File: config.mk
export PLATFORM = sky130hd
export DESIGN_NAME = uart_tx
export DESIGN_NICKNAME = d
export VERILOG_FILES = /design/src/rtl/uart_pkg.sv /design/src/rtl/uart_tx_fsm.sv /design/src/rtl/uart_tx.sv
export SDC_FILE = /design/constraint.sdc
export NUM_CORES = 1
export LEC_CHECK = 0
export CAP_MARGIN = 20
export CORE_AREA = 2 2 52 54
export DETAILED_ROUTE_END_ITERATION = 10
export DIE_AREA = 0 0 54 56
export DONT_BUFFER_PORTS = 1
export PLACE_DENSITY = 0.69
export SETUP_SLACK_MARGIN = 0.1
export SYNTH_ARGS = -nofsm -noshare
export SYNTH_HDL_FRONTEND = slang
export SYNTH_SLANG_ARGS = --single-unit
File: constraint.sdc
create_clock -name clock -period 4.2 [get_ports clock]
set_input_delay 0.84 -clock clock [delete_from_list [all_inputs] [get_ports clock]]
set_output_delay 0.84 -clock clock [all_outputs]
set_load 0.02 [all_outputs]
File: src/rtl/uart_pkg.sv
// Shared UART types: counter/shift control points, tx FSM states and the
// control-point bundle, parity encodings, and a counter-width helper.
package uart_pkg;

    typedef enum logic [1:0] {CLR, INC, NO} cnt_ctl_e;
    typedef enum logic [1:0] {LOAD, SHIFT, NONE} shf_ctl_e;

    typedef enum logic [2:0] {
        S_IDLE   = 3'd0,
        S_START  = 3'd1,
        S_DATA   = 3'd2,
        S_PARITY = 3'd3,
        S_STOP   = 3'd4
    } tx_state_e;

    typedef struct packed {
        cnt_ctl_e clk_ctl;
        cnt_ctl_e smp_ctl;
        cnt_ctl_e bit_ctl;
        shf_ctl_e shf_ctl;
        logic     done;
    } tx_cp_t;

    localparam int PAR_NONE = 0;
    localparam int PAR_EVEN = 1;
    localparam int PAR_ODD  = 2;

    // Width needed to hold 0..n-1, never less than one bit.
    function automatic int cnt_w(input int n);
        return (n > 1) ? $clog2(n) : 1;
    endfunction

endpackage

File: src/rtl/uart_tx_fsm.sv
// Transmit sequencer: state register plus next-state and control-point logic.
module uart_tx_fsm
    import uart_pkg::*;
#(
    parameter int PARITY = PAR_NONE
) (
    input  logic      clk_i,
    input  logic      rst_ni,
    input  logic      accept_i,
    input  logic      tick_i,
    input  logic      full_bit_i,
    input  logic      bit_last_i,
    output tx_state_e state_o,
    output tx_state_e state_d_o,
    output tx_cp_t    cp_o
);

    tx_state_e state_q, state_d;
    tx_cp_t    cp;

    // Next state and control points; counters clear on every state change.
    always_comb begin
        state_d    = state_q;
        cp.clk_ctl = INC;
        cp.smp_ctl = tick_i ? INC : NO;
        cp.bit_ctl = NO;
        cp.shf_ctl = NONE;
        cp.done    = 1'b0;
        case (state_q)
            S_IDLE: begin
                cp.bit_ctl = CLR;
                if (accept_i) begin
                    state_d    = S_START;
                    cp.shf_ctl = LOAD;
                end
            end
            S_START: if (full_bit_i) begin
                state_d    = S_DATA;
                cp.bit_ctl = CLR;
            end
            S_DATA: if (full_bit_i) begin
                cp.shf_ctl = SHIFT;
                cp.bit_ctl = INC;
                if (bit_last_i)
                    state_d = (PARITY != PAR_NONE) ? S_PARITY : S_STOP;
            end
            S_PARITY: if (full_bit_i) state_d = S_STOP;
            S_STOP: if (full_bit_i) begin
                state_d = S_IDLE;
                cp.done = 1'b1;
            end
            default: state_d = S_IDLE;
        endcase
        if (state_d != state_q || state_q == S_IDLE) begin
            cp.clk_ctl = CLR;
            cp.smp_ctl = CLR;
        end
    end

    // State register with synchronous active-low reset.
    always_ff @(posedge clk_i) begin
        if (!rst_ni) state_q <= S_IDLE;
        else         state_q <= state_d;
    end

    assign state_o   = state_q;
    assign state_d_o = state_d;
    assign cp_o      = cp;

endmodule

File: src/rtl/uart_tx.sv
// UART transmitter datapath: bit-timing counters, shift register, parity,
// and registered line/handshake outputs driven from the FSM's next state.
module uart_tx
    import uart_pkg::*;
#(
    parameter int CLKS_PER_SAMPLE = 27,
    parameter int SAMPLES_PER_BIT = 16,
    parameter int DATA_BITS       = 8,
    parameter int PARITY          = PAR_NONE
) (
    input  logic                 clock,
    input  logic                 reset,
    input  logic [DATA_BITS-1:0] tx_data,
    input  logic                 tx_valid,
    output logic                 tx_ready,
    output logic                 tx,
    output logic                 tx_busy,
    output logic                 tx_done
);

    localparam int CLK_W = cnt_w(CLKS_PER_SAMPLE);
    localparam int SMP_W = cnt_w(SAMPLES_PER_BIT);
    localparam int BIT_W = cnt_w(DATA_BITS);
    localparam logic [CLK_W-1:0] CLK_MAX = CLK_W'(CLKS_PER_SAMPLE - 1);
    localparam logic [SMP_W-1:0] SMP_MAX = SMP_W'(SAMPLES_PER_BIT - 1);
    localparam logic [BIT_W-1:0] BIT_MAX = BIT_W'(DATA_BITS - 1);

    logic [CLK_W-1:0]     clk_q, clk_d;
    logic [SMP_W-1:0]     smp_q, smp_d;
    logic [BIT_W-1:0]     bit_q, bit_d;
    logic [DATA_BITS-1:0] shift_q, shift_d;
    logic                 par_q, par_d;
    logic                 tx_q, tx_d, rdy_q, busy_q, done_q;
    logic                 tick, full_bit, bit_last, accept;
    tx_state_e            state, state_d;
    tx_cp_t               cp;

    assign tick     = (clk_q == CLK_MAX);
    assign full_bit = tick && (smp_q == SMP_MAX);
    assign bit_last = (bit_q == BIT_MAX);
    // Gating by the registered ready keeps the edge that releases reset
    // or finishes a frame from also accepting.
    assign accept   = tx_valid && rdy_q;

    uart_tx_fsm #(.PARITY(PARITY)) u_fsm (
        .clk_i      (clock),
        .rst_ni     (reset),
        .accept_i   (accept),
        .tick_i     (tick),
        .full_bit_i (full_bit),
        .bit_last_i (bit_last),
        .state_o    (state),
        .state_d_o  (state_d),
        .cp_o       (cp)
    );

    // Counter, shift-register and parity next values from the control points.
    always_comb begin
        clk_d   = clk_q;
        smp_d   = smp_q;
        bit_d   = bit_q;
        shift_d = shift_q;
        par_d   = par_q;
        case (cp.clk_ctl)
            CLR:     clk_d = '0;
            INC:     clk_d = tick ? '0 : clk_q + CLK_W'(1);
            default: ;
        endcase
        case (cp.smp_ctl)
            CLR:     smp_d = '0;
            INC:     smp_d = (smp_q == SMP_MAX) ? '0 : smp_q + SMP_W'(1);
            default: ;
        endcase
        case (cp.bit_ctl)
            CLR:     bit_d = '0;
            INC:     bit_d = bit_last ? '0 : bit_q + BIT_W'(1);
            default: ;
        endcase
        case (cp.shf_ctl)
            LOAD: begin
                shift_d = tx_data;
                par_d   = (PARITY == PAR_ODD) ? ~^tx_data : ^tx_data;
            end
            SHIFT:   shift_d = shift_q >> 1;
            default: ;
        endcase
    end

    // Line level for the state being entered, so tx changes on the same edge.
    always_comb begin
        case (state_d)
            S_START:  tx_d = 1'b0;
            S_DATA:   tx_d = shift_d[0];
            S_PARITY: tx_d = par_q;
            default:  tx_d = 1'b1;
        endcase
    end

    // Datapath and output registers; reset abandons any frame with the line high.
    always_ff @(posedge clock) begin
        if (!reset) begin
            clk_q   <= '0;
            smp_q   <= '0;
            bit_q   <= '0;
            shift_q <= '0;
            par_q   <= 1'b0;
            tx_q    <= 1'b1;
            rdy_q   <= 1'b0;
            busy_q  <= 1'b0;
            done_q  <= 1'b0;
        end else begin
            clk_q   <= clk_d;
            smp_q   <= smp_d;
            bit_q   <= bit_d;
            shift_q <= shift_d;
            par_q   <= par_d;
            tx_q    <= tx_d;
            rdy_q   <= (state_d == S_IDLE);
            busy_q  <= (state_d != S_IDLE);
            done_q  <= cp.done;
        end
    end

    assign tx       = tx_q;
    assign tx_ready = rdy_q;
    assign tx_busy  = busy_q;
    assign tx_done  = done_q;

    logic unused_state;
    assign unused_state = ^state;

endmodule

Fig. 1: run 1, signal wires by layer
The bar under the picture is 20 um long.
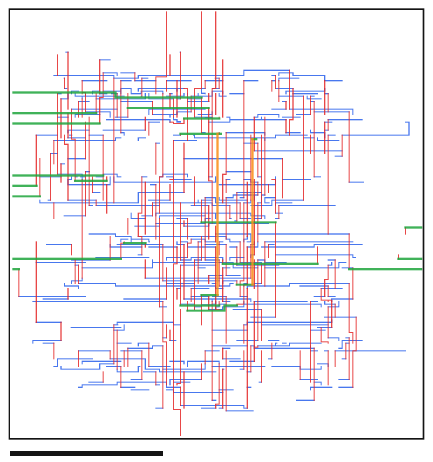
- red: metal 2 (wire length 1070 um)
- green: metal 3 (wire length 161 um)
- blue: metal 1 (wire length 1220 um)
- orange: metal 4 (wire length 40.1 um)
Global Route Usage Sum: 17.78%
vias post-DR: 1062
drt total wl: 2489 um
Routed WL per cell: 13.68 um

Fig. 2: run 1, ports around the boundary
Pins as bars across the die edge, other pins in grey.
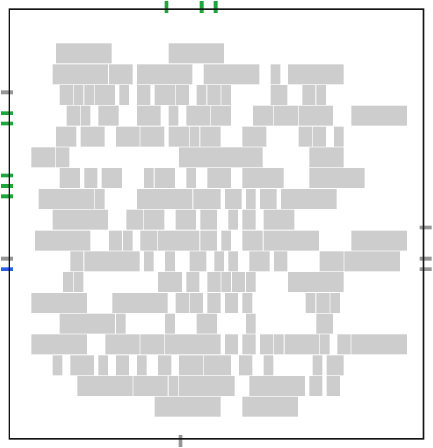
- green: tx_data (pins 8; direction input; edge 5 left, 3 top)
- blue: tx_busy (pins 1; direction output; edge left)
- all pins by edge: 8 left, 3 right, 3 top, 1 bottom
chip height: 56 um
Die Wd: 54 um
PortBufs: 0

Fig. 3: run 1, clock network drawn from the DEF
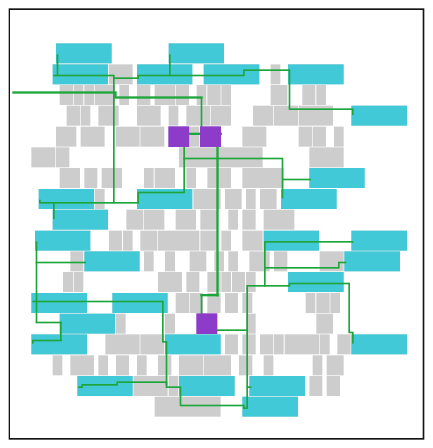
- green: clock wires (length 335 um)
- cyan: flip-flops (count 28)
- purple: clock drivers (count 3)
- flops lie: all over the die
clock skew: 0.01362 ns
P_clk: 0.180 mW

==> qor.csv, run 1 <==
metric,value,unit
status,completed,
setup_viol,0,
grt_pass1_vias,964,
avgViaCountPerCell,5.835,
max_cap_violations,0,
mux_share,0,%
xor_share,7.962,%
area_share_clock_buf_inv,3.767,%
ys_ff,28,
logic_area,714.4,um^2
top_layer_used,met4,
critPathMaxFanout,12,
cts.hold.buffers_added,0,
clockBufferDepth,2,
dp.cells,178,
met2_usage,24.39,%
min_from,shift_q[5]$_SDFFE_PN0P_,
tightest_slew,0.4527,ns
simple_gate_share,24.45,%
cts-root-buf,clkbuf_4,
ys_area,1320,um^2
design_area,1395,um^2
power_leader,sequential cells,
synth_area,1320,um^2
drt_iter0_drc,28,
comb_area_share,51.21,%
fp_nets,168,
seq-power,0.284,mW
hold_ws,0.4714,ns
synth_seq_share,42.46,%
synth.most_common_cell,dfxtp_1,
ys_cells,152,
rr_worst_depth,6,
p_comb,0.0416,mW
r2r_start,u_fsm.state_o[2]$_SDFF_PN0_,
lay_top_count,dfxtp_1,
area_growth,5.687,%
postCtsSetupBuffers,0,
Fig. 4: run 1, placed standard cells
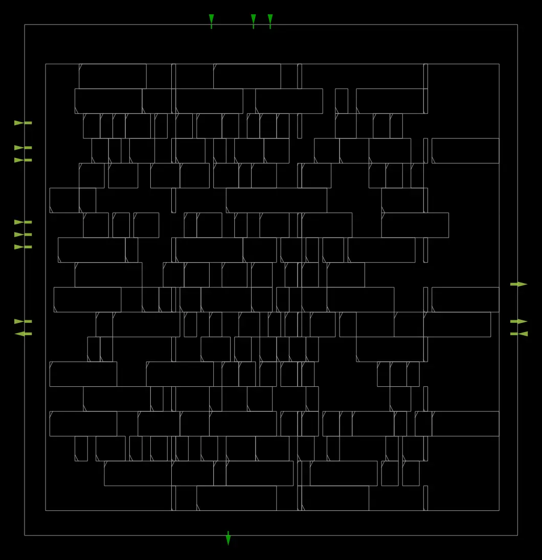

## Run 2: what changed since run 1
==> constraint.sdc (replaced) <==
create_clock -name clock -period 1.9 [get_ports clock]
set_input_delay 0.38 -clock clock [delete_from_list [all_inputs] [get_ports clock]]
set_output_delay 0.38 -clock clock [all_outputs]
set_load 0.02 [all_outputs]
Fig. 5: run 2, placed standard cells
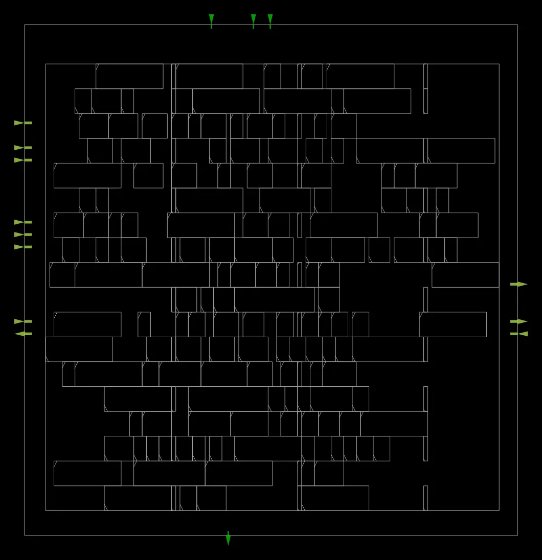
Tapcells: 30
final cell count without fillers: 187
fillers: 208
Core Rows: 18
fraction of area in registers: 39.06%

Fig. 6: run 2, signal wires by layer
The bar under the picture is 20 um long.
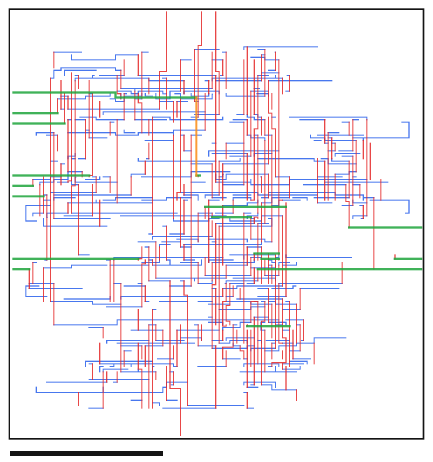
- red: metal 2 (wire length 1180 um)
- orange: metal 4 (wire length 10.2 um)
- green: metal 3 (wire length 133 um)
- blue: metal 1 (wire length 1280 um)
Routed WL per cell: 13.91 um
drt total wl: 2601 um
Global Route Usage Sum: 18.49%

Fig. 7: run 2, ports around the boundary
Pins as bars across the die edge, other pins in grey.
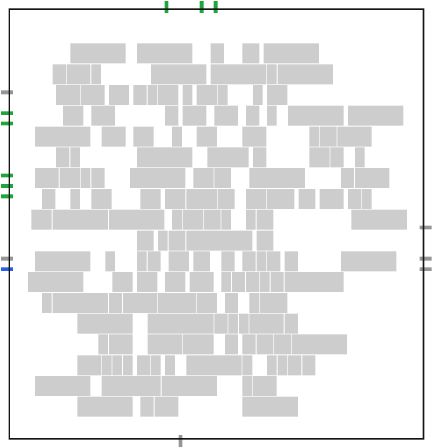
- green: tx_data (pins 8; direction input; edge 5 left, 3 top)
- blue: tx_busy (pins 1; direction output; edge left)
- all pins by edge: 8 left, 3 right, 3 top, 1 bottom

==> qor.csv, run 2 <==
metric,value,unit,change
status,completed,,unchanged
die_h,56,um,unchanged
mux_share,0,%,unchanged
avgViaCountPerCell,5.813,,was 5.835
powerClk,0.295,mW,was 0.180 mW
place.port_buffers,0,,unchanged
setup_viol,0,,unchanged
die_x,54,um,unchanged
clockBufferDepth,2,,unchanged
ys_area,1320,um^2,unchanged
fp_nets,168,,unchanged
ys_ff,28,,unchanged
dp.cells,181,,was 178
xor_share,7.962,%,unchanged
num_vias,1087,,was 1062
critPathMaxFanout,5,,was 12
cts.hold.buffers_added,0,,unchanged
fin_skew,0.01339,ns,was 0.01362 ns
max_cap_violations,0,,unchanged
r2r_start,clk_q[0]$_SDFF_PP0_,,was u_fsm.state_o[2]$_SDFF_PN0_
p_comb,0.103,mW,was 0.0416 mW
simple_gate_share,24.45,%,unchanged
seq-power,0.626,mW,was 0.284 mW
ys_cells,152,,unchanged
postCtsSetupBuffers,0,,unchanged
grt_pass1_vias,980,,was 964
rr_worst_depth,7,,was 6
comb_area_share,51.13,%,was 51.21%
drt_iter0_drc,20,,was 28
logic_area,737.0,um^2,was 714.4 um^2
hold_ws,0.1239,ns,was 0.4714 ns
area_share_clock_buf_inv,2.517,%,was 3.767%
top_layer_used,met4,,unchanged
lay_top_count,dfxtp_1,,unchanged
cts-root-buf,clkbuf_4,,unchanged
No activity file was given, so power comes from the tool's default toggle rates.
